File: config.mk
export PLATFORM = sky130hd
export DESIGN_NAME = mem_stage
export DESIGN_NICKNAME = d
export VERILOG_FILES = /design/src/rtl/mem_stage_pkg.sv /design/src/rtl/mem_stage_dmem_ctrl.sv /design/src/rtl/mem_stage.sv
export SDC_FILE = /design/constraint.sdc
export NUM_CORES = 1
export LEC_CHECK = 0
export CAP_MARGIN = 20
export CORE_MARGIN = 2
export CORE_UTILIZATION = 45
export DETAILED_ROUTE_END_ITERATION = 8
export PLACE_DENSITY = 0.85
export SETUP_SLACK_MARGIN = 0.3
export SKIP_CTS_REPAIR_TIMING = 1
export SLEW_MARGIN = 20
export SYNTH_ARGS = -nofsm -noshare
export SYNTH_HDL_FRONTEND = slang
export SYNTH_SLANG_ARGS = --single-unit
File: constraint.sdc
create_clock -name clk -period 3.1 [get_ports clk]
set_clock_uncertainty 0.15 [all_clocks]
set_input_delay 0.775 -clock clk [delete_from_list [all_inputs] [get_ports clk]]
set_output_delay 0.775 -clock clk [all_outputs]
set_load 0.01 [all_outputs]
File: src/rtl/mem_stage_pkg.sv
// Shared definitions for the 16-bit pipeline: data width, EX forwarding
// codes and the memory-stage access state.
package mem_stage_pkg;

  localparam int DATA_W = 16;

  localparam logic [1:0] FWD_NONE = 2'b00;
  localparam logic [1:0] FWD_WB   = 2'b01;
  localparam logic [1:0] FWD_MEM  = 2'b10;

  typedef enum logic {
    IDLE   = 1'b0,
    ACCESS = 1'b1
  } mem_state_t;

endpackage

File: src/rtl/mem_stage_dmem_ctrl.sv
// Data-memory access controller: IDLE/ACCESS FSM, ack watchdog and the
// stall / request generation for the memory stage.
module dmem_ctrl
  import mem_stage_pkg::*;
#(
  parameter int TIMEOUT = 255,
  parameter int CNT_W   = 8
) (
  input  logic clk,
  input  logic rst_n,
  input  logic memop_next,
  input  logic dmem_ack,
  output logic stall,
  output logic dmem_req,
  output logic timeout,
  output logic mem_err
);

  localparam logic [CNT_W-1:0] TIMEOUT_CNT = CNT_W'(TIMEOUT);

  mem_state_t       state_q;
  mem_state_t       next_state;
  logic [CNT_W-1:0] cnt_q;
  logic             mem_err_q;

  always_ff @(posedge clk or negedge rst_n) begin
    if (!rst_n) begin
      state_q <= IDLE;
    end else begin
      state_q <= next_state;
    end
  end

  // An ack arriving in the same cycle as expiry wins, so timeout excludes it.
  always_comb begin
    next_state = IDLE;
    dmem_req   = (state_q == ACCESS);
    timeout    = (state_q == ACCESS) && !dmem_ack && (cnt_q == TIMEOUT_CNT);
    stall      = (state_q == ACCESS) && !dmem_ack && !timeout;
    if (stall || memop_next) begin
      next_state = ACCESS;
    end
  end

  always_ff @(posedge clk or negedge rst_n) begin
    if (!rst_n) begin
      cnt_q <= '0;
    end else if (!stall && memop_next) begin
      cnt_q <= '0;
    end else if (stall) begin
      cnt_q <= cnt_q + 1'b1;
    end
  end

  always_ff @(posedge clk or negedge rst_n) begin
    if (!rst_n) begin
      mem_err_q <= 1'b0;
    end else if (timeout) begin
      mem_err_q <= 1'b1;
    end
  end

  assign mem_err = mem_err_q;

endmodule

File: src/rtl/mem_stage.sv
// Memory stage: EX/MEM and MEM/WB pipeline registers around the data-memory
// controller, plus the writeback mux and the forwarding sources for EX.
module mem_stage
  import mem_stage_pkg::*;
#(
  parameter int TIMEOUT = 255,
  parameter int CNT_W   = 8
) (
  input  logic              clk,
  input  logic              rst_n,
  input  logic              ex_valid,
  input  logic [DATA_W-1:0] ex_dst,
  input  logic [DATA_W-1:0] ex_sdata,
  input  logic              ex_mem_re,
  input  logic              ex_mem_we,
  input  logic              ex_rf_we,
  input  logic [3:0]        ex_rf_dst,
  input  logic              ex_hlt,
  output logic              stall,
  output logic              dmem_req,
  output logic              dmem_we,
  output logic [DATA_W-1:0] dmem_addr,
  output logic [DATA_W-1:0] dmem_wdata,
  input  logic [DATA_W-1:0] dmem_rdata,
  input  logic              dmem_ack,
  output logic [DATA_W-1:0] alu_result_MEM_WB,
  output logic              rf_we_MEM,
  output logic [3:0]        rf_dst_MEM,
  output logic [DATA_W-1:0] wb_data_WB,
  output logic              rf_we_WB,
  output logic [3:0]        rf_dst_WB,
  output logic              hlt_WB,
  output logic              mem_err
);

  logic              valid_q;
  logic [DATA_W-1:0] alu_q;
  logic [DATA_W-1:0] sdata_q;
  logic              mem_re_q;
  logic              mem_we_q;
  logic              rf_we_q;
  logic [3:0]        rf_dst_q;
  logic              hlt_q;

  logic [DATA_W-1:0] wb_data_q;
  logic              rf_we_wb_q;
  logic [3:0]        rf_dst_wb_q;
  logic              hlt_wb_q;

  logic              memop_next;
  logic              timeout;
  logic [DATA_W-1:0] wb_mux;

  assign memop_next = ex_valid && (ex_mem_re || ex_mem_we);

  dmem_ctrl #(
    .TIMEOUT (TIMEOUT),
    .CNT_W   (CNT_W)
  ) u_dmem_ctrl (
    .clk        (clk),
    .rst_n      (rst_n),
    .memop_next (memop_next),
    .dmem_ack   (dmem_ack),
    .stall      (stall),
    .dmem_req   (dmem_req),
    .timeout    (timeout),
    .mem_err    (mem_err)
  );

  always_ff @(posedge clk or negedge rst_n) begin
    if (!rst_n) begin
      valid_q  <= 1'b0;
      alu_q    <= '0;
      sdata_q  <= '0;
      mem_re_q <= 1'b0;
      mem_we_q <= 1'b0;
      rf_we_q  <= 1'b0;
      rf_dst_q <= '0;
      hlt_q    <= 1'b0;
    end else if (!stall) begin
      valid_q  <= ex_valid;
      alu_q    <= ex_dst;
      sdata_q  <= ex_sdata;
      mem_re_q <= ex_mem_re;
      mem_we_q <= ex_mem_we;
      rf_we_q  <= ex_rf_we;
      rf_dst_q <= ex_rf_dst;
      hlt_q    <= ex_hlt;
    end
  end

  assign wb_mux = (valid_q && mem_re_q) ? dmem_rdata : alu_q;

  // A stalled cycle retires a bubble; wb_data keeps its value for forwarding.
  always_ff @(posedge clk or negedge rst_n) begin
    if (!rst_n) begin
      wb_data_q   <= '0;
      rf_we_wb_q  <= 1'b0;
      rf_dst_wb_q <= '0;
      hlt_wb_q    <= 1'b0;
    end else if (stall) begin
      rf_we_wb_q <= 1'b0;
      hlt_wb_q   <= 1'b0;
    end else begin
      wb_data_q   <= wb_mux;
      rf_we_wb_q  <= valid_q && rf_we_q && !mem_we_q && !timeout;
      rf_dst_wb_q <= rf_dst_q;
      hlt_wb_q    <= valid_q && hlt_q;
    end
  end

  assign dmem_we           = valid_q && mem_we_q;
  assign dmem_addr         = alu_q;
  assign dmem_wdata        = sdata_q;
  assign alu_result_MEM_WB = alu_q;
  assign rf_we_MEM         = valid_q && rf_we_q;
  assign rf_dst_MEM        = rf_dst_q;
  assign wb_data_WB        = wb_data_q;
  assign rf_we_WB          = rf_we_wb_q;
  assign rf_dst_WB         = rf_dst_wb_q;
  assign hlt_WB            = hlt_wb_q;

endmodule

Figure 1. M1 wires.
(4 px per um) Supply wires on this layer in gray.
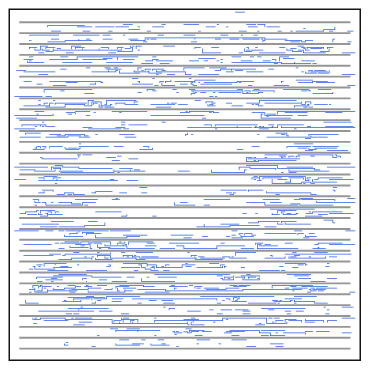
share of all routed wire: 43%
longest straight run: 29.9 um
nets with wire on the layer: 448
WL final: 7350 um
routed vias: 2656
M1 GR Usage: 0.250

Figure 2. Signal wires on met2.
(3 px per um)
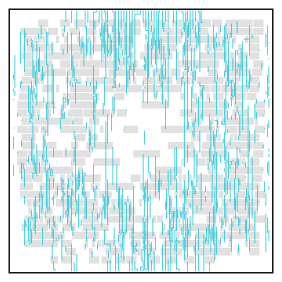
longest straight run: 37.4 um
share of all routed wire: 48%
nets with wire on the layer: 429
main direction: vertical
M2 GR Usage: 0.322

==> changes_impl.md <==
## Implementation

* Critical Path Max Stage Delay at 0.40 ns
* Met2 wire len at 3550 um
* Peak VDD IR at 0.340 mV
* Ys cells at 334
* Htree depth at 3
* Die X at 87.4 um
* Worst Max-Slew Pin Slew at 0.977 ns
* Vias in the first global route at 2471
* CP delay by family, top: buffers and inverters
* Wl on met1 at about 3200 um
* TritonCTS clock tree: built
* Design area at approximately 4600 um^2
* XORs/XNORs by Area at 0
* FFs w/ async S/R, synth at 1.00
* Complex-gate fraction of the synthesized area at 0.0516
* Initial DRT Pass Iterations at 4
* Warnings from Yosys at 0
* Yosys top cell by area: dfrtp_1
* Final hold viol count at 0
* Post-DRT Antenna Nets at 0
* Kind of critical path: in -> out
* GRT Resource Usage Total at 0.198
* DR WL/cell at 13.7 um
* Initial Utilization at 0.463
* CP Depth at 5
* Largest cells by area after synthesis: dfrtp_1 58%, nand2_1 19%, mux2i_1 5.1%
* Net count, final at slightly above 500
* Synthesis area per yosys at ~3100 um^2
* Clock Path Buffers at 2
* Crit Path Max Fanout at 2
* Synth Register Bits at roughly 73
* Design Power at 2.41 mW
* Register area share after synthesis at 0.584
* Status: finished, final reports clean
* Largest net degree at the start of global routing at 84
* Worst r2r src: u_dmem_ctrl.cnt_q[0]$_DFFE_PN0P_
* Largest type area fraction at 0.584
* FF-to-FF End: u_dmem_ctrl.cnt_q[7]$_DFFE_PN0P_
* Die Height at 87.4 um
* Leak at about 2.3 nW
* Top routing layer in use: met4
* IO buf count at between 100 and 150
* Synth Flop Type: dfrtp_1
* Crit path cell chain: clkdlybuf4s50_1, nand2b_1, a41o_2, inv_2, dlymetal6s2s_1
* MUX share of area at 0.0512
* FMAX at 0.370 GHz
* Tool warnings at 26
* Slowest stage cell, crit path: clkdlybuf4s50_1
* Final setup TNS at 0 ns
* Final setup viols at 0
* CTS Buf Count at 9
* First-pass GRT wire length at 11800 um
* Via density at 4.94
* Hpwl dp at slightly above 5000 um
* Critical path endpoint: stall
* Max-slew headroom at 0.347
* Minimum clock period at 2.70 ns
* WP data required at 2.17 ns
* I/O Pins at 139
* Antenna diode count at 0
* Met3 WL at 515 um
* Layout cell share with drive strength beyond 1 at 0.0437
* Core footprint at 6760 um^2
* Top-count cell post-synth: nand2_1
* Row count at 30
* Unique cell types at 27
* Synth Area in Simple Gates at 0.239
* Clk pin slew, worst setup/hold paths at ~0.08 ns
* Root Driver: clkbuf_8
* R2r setup slk at 0.89 ns
* Worst Path Arrival at roughly 1.8 ns
* Sum of buffers and inverters on the critical path at 3
* Initial antenna violation count at 0
* Syn Nets at 395
* GRT busiest layer: met2
* Tcrit/Tclk final at 0.871
* Logic family by area: simple AND/OR/NAND/NOR gates
* Layout area overhead at 47.0%
* Post-Syn Area at around 3100 um^2
* Most frequent cells after synthesis: 156 x nand2_1, 73 x dfrtp_1, 18 x o21ai_0, 16 x buf_4, 16 x mux2i_1
* Util after Layout at 0.681
* Worst hold-check path type: reg -> reg
* GPL Wtd Cong at 0.780
* Clk_lat worst skew at 0.33 ns
* Adder share at 0.00400
* Starting DRT DRC Count at roughly 120
* DRC viols at 0
* Chip area at 7630 um^2
* R2R depth at 6
Figure 3. The metal 3 layer.
(4 px per um)
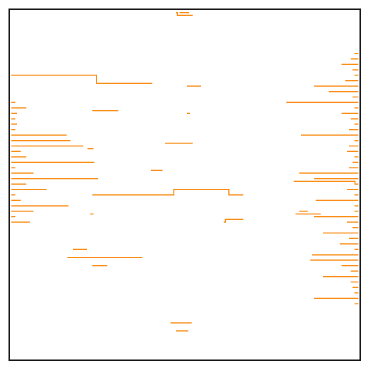
wire length on this layer: 515 um
longest straight run: 21.4 um
main direction: horizontal
met3 Use GR: 0.0607

through the flow:
step | setup WS (ns) | cells | hold slack, ns
6_report | 0.400 | 538 | 0.298
5_1_grt | 0.366 | 538 | 0.326
4_1_cts | 0.0139 | 538 | 0.299
3_5_place_dp | 0.0275 | 523 | 0.278
3_3_place_gp | 0.00767 | 523 | 0.282
2_1_floorplan | 0.595 | 334 | 0.264
final cells by class:
type	count	area, um^2
repair buffers	141	1400
clock inverters	3	42.5
well taps	80	100
multi-input cells	227	1080
inverters	2	7.51
fillers	546	2160
clock buffers	12	135
flip-flops and latches	73	1830
flip-flops by register name, summed over array words and instances, names as in the netlist, 4 cells and up:
| name | cells |
|---|---|
| alu_result_MEM_WB | 16 |
| dmem_wdata | 16 |
| rf_dst_MEM | 4 |
| rf_dst_WB | 4 |
| u_dmem_ctrl.cnt_q | 8 |
| wb_data_WB | 16 |
power breakdown:
part / switching [mW] / internal (mW) / total [mW]
Combinational: 0.250 / 0.332 / 0.582
Clock: 0.330 / 0.368 / 0.697
Sequential: 0.0750 / 1.06 / 1.14
Total: 0.654 / 1.76 / 2.41
worst min path at each step:
stage | startpoint | end | slack [ns] | cells past startpoint
2_1_floorplan | mem_we_q$_DFFE_PN0N_ | rf_we_WB$_DFF_PN0_ | 0.26 | 1
3_3_place_gp | mem_we_q$_DFFE_PN0N_ | rf_we_WB$_DFF_PN0_ | 0.28 | 1
5_1_grt | mem_we_q$_DFFE_PN0N_ | rf_we_WB$_DFF_PN0_ | 0.33 | 1
6_report | mem_we_q$_DFFE_PN0N_ | rf_we_WB$_DFF_PN0_ | 0.30 | 1
4_1_cts | mem_we_q$_DFFE_PN0N_ | rf_we_WB$_DFF_PN0_ | 0.30 | 1
3_5_place_dp | mem_we_q$_DFFE_PN0N_ | rf_we_WB$_DFF_PN0_ | 0.28 | 1
No activity file was given, so power comes from the tool's default toggle rates.
